[config.mk]
export PLATFORM = sky130hd
export DESIGN_NAME = reg_seq_ctrl
export DESIGN_NICKNAME = d
export VERILOG_FILES = /design/src/rtl/reg_seq_ctrl.sv
export SDC_FILE = /design/constraint.sdc
export NUM_CORES = 1
export LEC_CHECK = 0
export ABC_AREA = 0
export CORE_MARGIN = 2
export CORE_UTILIZATION = 54
export CTS_CLUSTER_DIAMETER = 80
export DETAILED_ROUTE_END_ITERATION = 8
export GPL_TIMING_DRIVEN = 1
export PLACE_DENSITY_LB_ADDON = 0.3
export SYNTH_ARGS = -nofsm -noshare
export SYNTH_HDL_FRONTEND = slang
export SYNTH_SLANG_ARGS = --single-unit
[constraint.sdc]
create_clock -name clk -period 4.4 [get_ports clk]
set_input_delay 0.88 -clock clk [delete_from_list [all_inputs] [get_ports clk]]
set_output_delay 0.88 -clock clk [all_outputs]
set_load 0.005 [all_outputs]
[src/rtl/reg_seq_ctrl.sv]
// reg_seq_ctrl -- sequencer for an NREG-entry register-file datapath.
//
// After an accepted start the controller walks through:
//   INIT : writes each register once (wr_en one-hot, step 0..NREG-1)
//   GO   : PASSES sweeps over all registers; at step k it reads register k on
//          port A and register (k+1) mod NREG on port B, and writes register k
//   DONE : a single cycle with done=1, then back to IDLE
// abort returns to IDLE from any non-idle state without a done pulse.
// ERROR is a sticky flag. It is set by a start that arrives while a sequence
// is running, and it is cleared by the next accepted start.
//
// Optional feature: macro REG_SEQ_CTRL_STALL_EN adds a 'stall' input. While
// stall is high in INIT or GO, the sequencer freezes and the enables read 0.
//
// Ports:
//   clk       system clock, all state on the rising edge
//   rst_n     asynchronous active-low reset
//   start     sequence request, accepted only in IDLE
//   abort     cancels a running sequence
//   stall     (REG_SEQ_CTRL_STALL_EN only) freezes INIT/GO progress
//   rd_enA    one-hot read enable, port A
//   rd_enB    one-hot read enable, port B
//   wr_en     one-hot write enable
//   busy      high whenever the state is not IDLE
//   pass_cnt  current GO pass index (0 outside GO)
//   done      one-cycle completion pulse
//   ERROR     sticky protocol-error flag
module reg_seq_ctrl #(
    parameter int NREG   = 5,
    parameter int PASSES = 4,
    parameter int CNT_W  = 8
) (
    input  logic             clk,
    input  logic             rst_n,
    input  logic             start,
    input  logic             abort,
`ifdef REG_SEQ_CTRL_STALL_EN
    input  logic             stall,
`endif
    output logic [NREG-1:0]  rd_enA,
    output logic [NREG-1:0]  rd_enB,
    output logic [NREG-1:0]  wr_en,
    output logic             busy,
    output logic [CNT_W-1:0] pass_cnt,
    output logic             done,
    output logic             ERROR
);

    typedef enum logic [1:0] {
        S_IDLE = 2'd0,
        S_INIT = 2'd1,
        S_GO   = 2'd2,
        S_DONE = 2'd3
    } state_t;

    localparam logic [CNT_W-1:0] LAST_STEP = CNT_W'(NREG - 1);
    localparam logic [CNT_W-1:0] LAST_PASS = CNT_W'(PASSES - 1);

    state_t           state_reg, state_next;
    logic [CNT_W-1:0] step_reg, step_next;
    logic [CNT_W-1:0] pass_reg, pass_next;
    logic             error_reg, error_next;
    logic             hold;

    // Stall only freezes progress. A stall does not block the abort path or
    // the error path.
`ifdef REG_SEQ_CTRL_STALL_EN
    assign hold = stall;
`else
    assign hold = 1'b0;
`endif

    // State register
    always_ff @(posedge clk or negedge rst_n) begin
        if (!rst_n) begin
            state_reg <= S_IDLE;
            step_reg  <= '0;
            pass_reg  <= '0;
            error_reg <= 1'b0;
        end else begin
            state_reg <= state_next;
            step_reg  <= step_next;
            pass_reg  <= pass_next;
            error_reg <= error_next;
        end
    end

    // Next-state logic
    always_comb begin
        state_next = state_reg;
        step_next  = step_reg;
        pass_next  = pass_reg;
        error_next = error_reg;
        case (state_reg)
            S_IDLE: begin
                // A start together with abort is simply dropped.
                if (start && !abort) begin
                    state_next = S_INIT;
                    step_next  = '0;
                    pass_next  = '0;
                    error_next = 1'b0;
                end
            end
            default: begin
                // A start while running is flagged and otherwise ignored.
                if (start) begin
                    error_next = 1'b1;
                end
                if (abort) begin
                    state_next = S_IDLE;
                    step_next  = '0;
                    pass_next  = '0;
                end else begin
                    case (state_reg)
                        S_INIT: begin
                            if (!hold) begin
                                if (step_reg == LAST_STEP) begin
                                    state_next = S_GO;
                                    step_next  = '0;
                                end else begin
                                    step_next = step_reg + 1'b1;
                                end
                            end
                        end
                        S_GO: begin
                            if (!hold) begin
                                if (step_reg == LAST_STEP) begin
                                    step_next = '0;
                                    if (pass_reg == LAST_PASS) begin
                                        state_next = S_DONE;
                                    end else begin
                                        pass_next = pass_reg + 1'b1;
                                    end
                                end else begin
                                    step_next = step_reg + 1'b1;
                                end
                            end
                        end
                        S_DONE: begin
                            state_next = S_IDLE;
                            step_next  = '0;
                            pass_next  = '0;
                        end
                        default: begin
                            state_next = S_IDLE;
                        end
                    endcase
                end
            end
        endcase
    end

    // Output decode. The outputs depend on registered state only, except that
    // the optional stall input gates the enables.
    always_comb begin
        logic in_init;
        logic in_go;
        in_init  = (state_reg == S_INIT) && !hold;
        in_go    = (state_reg == S_GO) && !hold;
        rd_enA   = '0;
        rd_enB   = '0;
        wr_en    = '0;
        for (int i = 0; i < NREG; i++) begin
            wr_en[i]  = (in_init || in_go) && (step_reg == CNT_W'(i));
            rd_enA[i] = in_go && (step_reg == CNT_W'(i));
            // Port B reads one register ahead, so bit i is driven at step i-1.
            // The last step wraps around and pairs with register 0.
            rd_enB[i] = in_go && (step_reg == CNT_W'((i + NREG - 1) % NREG));
        end
        busy     = (state_reg != S_IDLE);
        done     = (state_reg == S_DONE);
        ERROR    = error_reg;
        pass_cnt = (state_reg == S_GO) ? pass_reg : '0;
    end

endmodule
Run 1, I/O pins on the die edge:
(8 px per um) Pins as bars across the die edge, other pins in grey.
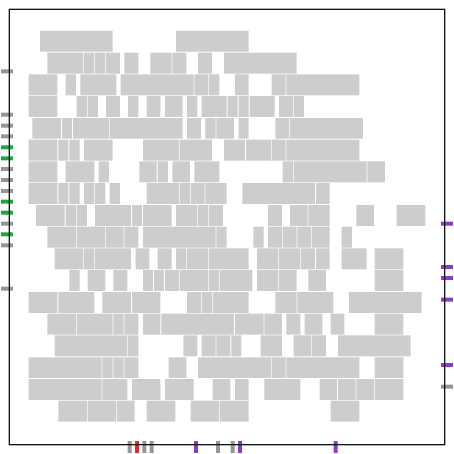
busy: shown in red, pins 1, direction output, edge bottom. pass_cnt: shown in purple, pins 8, direction output, edge 5 right, 3 bottom. wr_en: shown in green, pins 5, direction output, edge left.

Run 1, wires at chosen ports, followed through buffers:
(4 px per um)
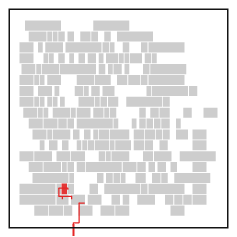
busy: shown in red, bits 1, direction output, edge bottom, end cells 1, buffers 1, wire 17.6 um.
count of buffers from port buffering: 29
io pins: 30

Run 1, routed metal, one colour a layer:
(8 px per um) Two of the layers only.
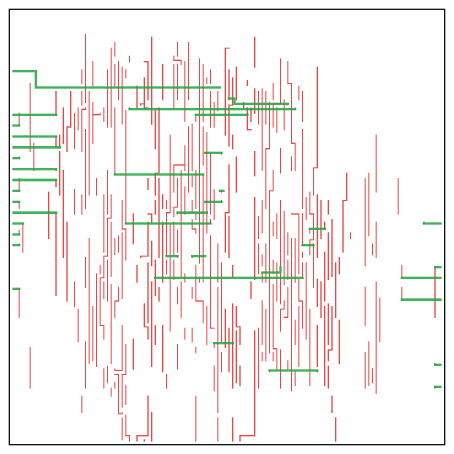
M3: shown in green, wire length 181 um. M2: shown in red, wire length 1460 um.
via total after detailed routing: 1319
final routed wire length divided by cell count: 14.1 um
Post-Route WL: 3070 um

==> report_table.html, run 1 <==
<h3>Flow metrics</h3>
<table>
<tr><th>Metric</th><th>Value</th></tr>
<tr><th colspan="2">Cells and area</th></tr>
<tr><td>Diode insertion count for antenna repair</td><td>0</td></tr>
<tr><td>Total area of multi-input combinational cells</td><td>782 sq um</td></tr>
<tr><td>Flip-flops</td><td>19</td></tr>
<tr><td>CLK BUF</td><td>4</td></tr>
<tr><td>Post-layout nets</td><td>202</td></tr>
<tr><td>Number of non-clock buffers</td><td>29</td></tr>
<tr><td>Mi-comb count</td><td>124</td></tr>
<tr><td>Comb/total area</td><td>47.2%</td></tr>
<tr><td>Share of the final layout cell area in sequential cells</td><td>28.7%</td></tr>
<tr><td>Non-clock buffers, area share</td><td>17.5%</td></tr>
<tr><td>Biggest Area Class</td><td>multi-input combinational cells</td></tr>
<tr><td>Most frequent cells in the layout</td><td>29 x sky130_fd_sc_hd__clkdlybuf4s50_1, 19 x sky130_fd_sc_hd__dfrtp_1, 19 x sky130_fd_sc_hd__o21ai_0, 16 x sky130_fd_sc_hd__nand2_1, 15 x sky130_fd_sc_hd__nor2_1</td></tr>
<tr><td>Commonest non-fill, non-tap cell in the layout</td><td>sky130_fd_sc_hd__clkdlybuf4s50_1</td></tr>
<tr><th colspan="2">Synth</th></tr>
<tr><td>Prevailing logic family in the synthesized netlist</td><td>simple AND/OR/NAND/NOR gates</td></tr>
<tr><td>Gate Count Post-Synth</td><td>roughly 170</td></tr>
<tr><td>Ys async rst share</td><td>100%</td></tr>
<tr><td>Post-synthesis register bit count</td><td>19</td></tr>
<tr><td>Cell total in the yosys stat output</td><td>166</td></tr>
<tr><td>Area leader share</td><td>34.9%</td></tr>
<tr><td>Library cell with the largest summed area after synthesis</td><td>sky130_fd_sc_hd__dfrtp_1</td></tr>
<tr><td>Adder Area Share</td><td>approximately 8.3%</td></tr>
<tr><td>Synth Flop Type</td><td>sky130_fd_sc_hd__dfrtp_1</td></tr>
<tr><td>Synthesized Nets</td><td>between 150 and 200</td></tr>
<tr><td>Synth Area in XOR/XNOR</td><td>less than 1%</td></tr>
<tr><td>Count of flip-flops with a built-in enable after synthesis</td><td>0</td></tr>
<tr><th colspan="2">Floorplan</th></tr>
<tr><td>Die ar.</td><td>between 2000 and 3000 sq um</td></tr>
<tr><td>Vertical extent of the die</td><td>54.2 um</td></tr>
<tr><td>Tap Count</td><td>30</td></tr>
<tr><td>Chip width</td><td>54.2 um</td></tr>
<tr><td>Std-Cell Core Area</td><td>2430 sq um</td></tr>
<tr><th colspan="2">Clocking</th></tr>
<tr><td>Number of buffers inserted by hold repair at cts</td><td>0</td></tr>
<tr><td>CTS tree</td><td>built</td></tr>
<tr><td>Number of clock sinks seen by CTS</td><td>19</td></tr>
<tr><td>H-tree levels</td><td>1</td></tr>
<tr><td>Clock network latency to the later pin of the worst-skew pair</td><td>290 ps</td></tr>
<tr><td>Clock tree root buffer cell</td><td>sky130_fd_sc_hd__clkbuf_4</td></tr>
<tr><td>Number of gates given a new drive strength after cts</td><td>0</td></tr>
<tr><td>Post-CTS clock slew at the launch and capture registers of the worst setup and hold paths</td><td>110 ps</td></tr>
<tr><th colspan="2">Hold path</th></tr>
<tr><td>Worst min-delay path startpoint</td><td>ERROR$_DFFE_PN0P_</td></tr>
<tr><td>Hold crit path type</td><td>flip-flop to flip-flop</td></tr>
<tr><td>Endpoint of the worst hold path</td><td>ERROR$_DFFE_PN0P_</td></tr>
<tr><th colspan="2">Global route</th></tr>
<tr><td>Total global-route track usage</td><td>23.7%</td></tr>
<tr><td>Antenna violations before repair</td><td>0</td></tr>
<tr><td>Maximum number of pins on one net before global-route repair</td><td>21</td></tr>
<tr><td>Met1 Use GR</td><td>31.7%</td></tr>
<tr><th colspan="2">Final timing</th></tr>
<tr><td>Fraction of the cycle the final worst path needs</td><td>between 70% and 80%</td></tr>
<tr><td>Clock Skew</td><td>7.02 ps</td></tr>
<tr><td>Shortest clock period the worst path allows after layout</td><td>3200 ps</td></tr>
<tr><td>Final Max-Slew Violation Tally</td><td>0</td></tr>
<tr><td>Hold violation count in the final report</td><td>0</td></tr>
<tr><td>Headroom to the max-slew limit</td><td>a little over two fifths</td></tr>
<tr><td>Post-Route Setup TNS</td><td>0 ps</td></tr>
<tr><td>Highest attainable clock frequency</td><td>313 MHz</td></tr>
<tr><td>Worst setup slack after layout</td><td>1200 ps</td></tr>
<tr><th colspan="2">Drt</th></tr>
<tr><td>Met3 wire len</td><td>approximately 180 um</td></tr>
<tr><td>DRC Markers</td><td>0</td></tr>
<tr><td>Number of vias per cell</td><td>slightly above 6</td></tr>
<tr><td>Number of detailed-routing iterations run before antenna repair</td><td>5</td></tr>
<tr><td>Routed Antenna Nets</td><td>0</td></tr>
<tr><td>Total met2 wirelength after detailed routing</td><td>1460 um</td></tr>
<tr><th colspan="2">Setup path</th></tr>
<tr><td>Cell family contributing the most delay on the critical path</td><td>buffers and inverters</td></tr>
<tr><td>Crit. End Element</td><td>primary output</td></tr>
<tr><td>Number of cells on the worst reg-to-reg path</td><td>5</td></tr>
<tr><td>Worst flop-to-flop path startpoint</td><td>state_reg[0]$_DFFE_PN0P_</td></tr>
<tr><td>End point of the critical path</td><td>rd_enB[3]</td></tr>
<tr><td>Critical path cell sequence</td><td>inv_1 &gt; ha_1 &gt; nand2_1 &gt; nor2_1 &gt; clkdlybuf4s50_1</td></tr>
<tr><td>Total number of cells along the worst setup path</td><td>5</td></tr>
<tr><td>Slowest cell on the critical path</td><td>sky130_fd_sc_hd__ha_1</td></tr>
<tr><td>Critical Setup Path Class</td><td>flip-flop to primary output</td></tr>
<tr><td>Startpoint class of the critical path</td><td>flip-flop</td></tr>
<tr><td>Critical path data arrival time</td><td>2320 ps</td></tr>
<tr><td>R2r setup slk</td><td>around 2000 ps</td></tr>
<tr><td>Critical path launch point</td><td>state_reg[0]$_DFFE_PN0P_</td></tr>
<tr><td>Endpoint of the most critical register-to-register path</td><td>step_reg[5]$_DFFE_PN0P_</td></tr>
<tr><td>Bufs and invs on worst path</td><td>2</td></tr>
<tr><th colspan="2">Pwr</th></tr>
<tr><td>Clk. pwr</td><td>0.0875 mW</td></tr>
<tr><td>Worst VDD drop</td><td>367 uV</td></tr>
<tr><td>Sequential power</td><td>0.229 mW</td></tr>
<tr><td>Top contributor to total power</td><td>combinational cells</td></tr>
<tr><td>Comb pwr share</td><td>a little over half</td></tr>
<tr><td>Clock network fraction of design power</td><td>12.9%</td></tr>
<tr><th colspan="2">Placement</th></tr>
<tr><td>Placed Area</td><td>about 1600 sq um</td></tr>
<tr><td>Routability Congestion</td><td>0.815</td></tr>
<tr><td>Placement-stage worst setup slack</td><td>approximately 1500 ps</td></tr>
<tr><th colspan="2">Run status</th></tr>
<tr><td>Result of the run</td><td>complete, no violations</td></tr>
<tr><th colspan="2">Run</th></tr>
<tr><td>Maximum capacitance violations</td><td>0</td></tr>
</table>
## Run 2: what changed since run 1
- CORE_UTILIZATION: 54 -> 50
- clock period: 4.4 -> 3.1 ns (I/O delays scaled with it)
Run 2, wires at chosen ports, followed through buffers:
(4 px per um)
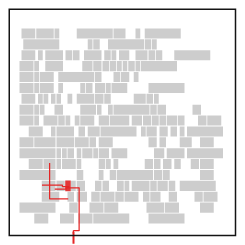
busy: shown in red, bits 1, direction output, edge bottom, end cells 1, buffers 1, wire 39.5 um.

==> report_table.html, run 2 <==
<h3>Flow metrics</h3>
<table>
<tr><th>Metric</th><th>Value</th></tr>
<tr><th colspan="2">Setup path</th></tr>
<tr><td>Slowest cell on the critical path</td><td>sky130_fd_sc_hd__clkdlybuf4s50_1</td></tr>
<tr><td>Cell family contributing the most delay on the critical path</td><td>simple AND/OR/NAND/NOR gates</td></tr>
<tr><td>Critical path cell sequence</td><td>or3_4 &gt; nor4_2 &gt; nand2_1 &gt; nor2_1 &gt; clkdlybuf4s50_1</td></tr>
<tr><td>End point of the critical path</td><td>rd_enB[4]</td></tr>
<tr><td>Critical path data arrival time</td><td>2220 ps (-100 ps)</td></tr>
<tr><td>Critical path launch point</td><td>step_reg[3]$_DFFE_PN0P_</td></tr>
<tr><td>Worst flop-to-flop path startpoint</td><td>step_reg[0]$_DFFE_PN0P_</td></tr>
<tr><td>Endpoint of the most critical register-to-register path</td><td>pass_reg[4]$_DFFE_PN0P_</td></tr>
<tr><td>R2r setup slk</td><td>920 ps (-1120 ps)</td></tr>
<tr><th colspan="2">Floorplan</th></tr>
<tr><td>Vertical extent of the die</td><td>56.2 um (+3.6%)</td></tr>
<tr><td>Die ar.</td><td>3160 sq um (+7.4%)</td></tr>
<tr><td>Std-Cell Core Area</td><td>2520 sq um (+3.7%)</td></tr>
<tr><td>Chip width</td><td>56.2 um (+3.6%)</td></tr>
<tr><td>Tap Count</td><td>30 (unchanged)</td></tr>
<tr><td>Io pins</td><td>30 (unchanged)</td></tr>
<tr><th colspan="2">Clocking</th></tr>
<tr><td>H-tree levels</td><td>1 (unchanged)</td></tr>
<tr><td>Clock tree root buffer cell</td><td>sky130_fd_sc_hd__clkbuf_4</td></tr>
<tr><td>Clock network latency to the later pin of the worst-skew pair</td><td>300 ps (about the same)</td></tr>
<tr><td>CTS tree</td><td>built</td></tr>
<tr><td>Post-CTS clock slew at the launch and capture registers of the worst setup and hold paths</td><td>110 ps (about the same)</td></tr>
<tr><td>Number of clock sinks seen by CTS</td><td>19 (unchanged)</td></tr>
<tr><td>Number of gates given a new drive strength after cts</td><td>0 (unchanged)</td></tr>
<tr><td>Number of buffers inserted by hold repair at cts</td><td>0 (unchanged)</td></tr>
<tr><th colspan="2">Synth</th></tr>
<tr><td>Synth Area in XOR/XNOR</td><td>0.643% (unchanged)</td></tr>
<tr><td>Synth Flop Type</td><td>sky130_fd_sc_hd__dfrtp_1</td></tr>
<tr><td>Synthesized Nets</td><td>179 (unchanged)</td></tr>
<tr><td>Post-synthesis register bit count</td><td>19 (unchanged)</td></tr>
<tr><td>Cell total in the yosys stat output</td><td>166 (unchanged)</td></tr>
<tr><td>Adder Area Share</td><td>8.26% (unchanged)</td></tr>
<tr><td>Count of flip-flops with a built-in enable after synthesis</td><td>0 (unchanged)</td></tr>
<tr><td>Area leader share</td><td>34.9% (unchanged)</td></tr>
<tr><td>Gate Count Post-Synth</td><td>166 (unchanged)</td></tr>
<tr><td>Ys async rst share</td><td>100% (unchanged)</td></tr>
<tr><td>Prevailing logic family in the synthesized netlist</td><td>simple AND/OR/NAND/NOR gates</td></tr>
<tr><th colspan="2">Run status</th></tr>
<tr><td>Result of the run</td><td>complete, no violations</td></tr>
<tr><th colspan="2">Final timing</th></tr>
<tr><td>Highest attainable clock frequency</td><td>between 300 and 400 MHz</td></tr>
<tr><td>Fraction of the cycle the final worst path needs</td><td>91.6%</td></tr>
<tr><td>Hold violation count in the final report</td><td>0 (unchanged)</td></tr>
<tr><td>Worst setup slack after layout</td><td>259 ps (-942 ps)</td></tr>
<tr><td>Final Max-Slew Violation Tally</td><td>0 (unchanged)</td></tr>
<tr><td>Shortest clock period the worst path allows after layout</td><td>between 2000 and 3000 ps</td></tr>
<tr><td>Post-Route Setup TNS</td><td>0 ps (unchanged)</td></tr>
<tr><td>Headroom to the max-slew limit</td><td>41.6% (-2.2 points)</td></tr>
<tr><th colspan="2">Global route</th></tr>
<tr><td>Antenna violations before repair</td><td>0 (unchanged)</td></tr>
<tr><td>Total global-route track usage</td><td>22.0% (-1.8 points)</td></tr>
<tr><td>Maximum number of pins on one net before global-route repair</td><td>21 (unchanged)</td></tr>
<tr><td>Met1 Use GR</td><td>27.0% (-4.8 points)</td></tr>
<tr><th colspan="2">Cells and area</th></tr>
<tr><td>CLK BUF</td><td>4 (unchanged)</td></tr>
<tr><td>Number of non-clock buffers</td><td>31 (+6.9%)</td></tr>
<tr><td>Post-layout nets</td><td>204 (+0.99%)</td></tr>
<tr><td>Comb/total area</td><td>47.1% (-0.15 points)</td></tr>
<tr><td>Mi-comb count</td><td>124 (unchanged)</td></tr>
<tr><td>Non-clock buffers, area share</td><td>18.2% (+0.65 points)</td></tr>
<tr><td>Commonest non-fill, non-tap cell in the layout</td><td>sky130_fd_sc_hd__clkdlybuf4s50_1</td></tr>
<tr><td>Flip-flops</td><td>19 (unchanged)</td></tr>
<tr><td>Biggest Area Class</td><td>multi-input combinational cells</td></tr>
<tr><td>Diode insertion count for antenna repair</td><td>0 (unchanged)</td></tr>
<tr><td>Total area of multi-input combinational cells</td><td>791 sq um (+1.1%)</td></tr>
<tr><th colspan="2">Drt</th></tr>
<tr><td>Number of vias per cell</td><td>5.93 (-2.0%)</td></tr>
<tr><td>Via total after detailed routing</td><td>1304 (-1.1%)</td></tr>
<tr><td>DRC Markers</td><td>0 (unchanged)</td></tr>
<tr><td>Post-Route WL</td><td>3290 um (+7.1%)</td></tr>
<tr><td>Routed Antenna Nets</td><td>0 (unchanged)</td></tr>
<tr><td>Number of detailed-routing iterations run before antenna repair</td><td>4 (-1)</td></tr>
<tr><th colspan="2">Pwr</th></tr>
<tr><td>Comb pwr share</td><td>54.4% (+1.1 points)</td></tr>
<tr><td>Worst VDD drop</td><td>530 uV (+44%)</td></tr>
<tr><td>Clk. pwr</td><td>0.132 mW (+51%)</td></tr>
<tr><td>Top contributor to total power</td><td>combinational cells</td></tr>
<tr><th colspan="2">Placement</th></tr>
<tr><td>Placement-stage worst setup slack</td><td>509 ps (-1030 ps)</td></tr>
<tr><td>Routability Congestion</td><td>0.844 (+3.5%)</td></tr>
<tr><td>Placed Area</td><td>1650 sq um (+0.92%)</td></tr>
<tr><td>Count of buffers from port buffering</td><td>29 (unchanged)</td></tr>
<tr><th colspan="2">Run</th></tr>
<tr><td>Maximum capacitance violations</td><td>0 (unchanged)</td></tr>
<tr><th colspan="2">Hold path</th></tr>
<tr><td>Hold crit path type</td><td>flip-flop to flip-flop</td></tr>
<tr><td>Worst min-delay path startpoint</td><td>pass_reg[5]$_DFFE_PN0P_</td></tr>
</table>
Run 2, sizing map:
(8 px per um)
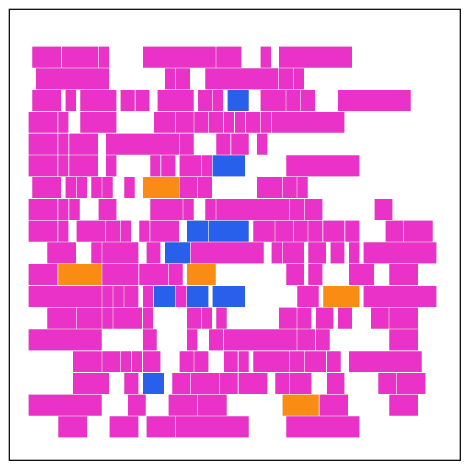
x3 and x4: shown in blue, cells 9, share 4.7%. x2: shown in orange, cells 5, share 2.6%. x1 and smaller: shown in magenta, cells 176, share 93%.

Power figures rest on the tool's default switching activity, not on a simulated workload.
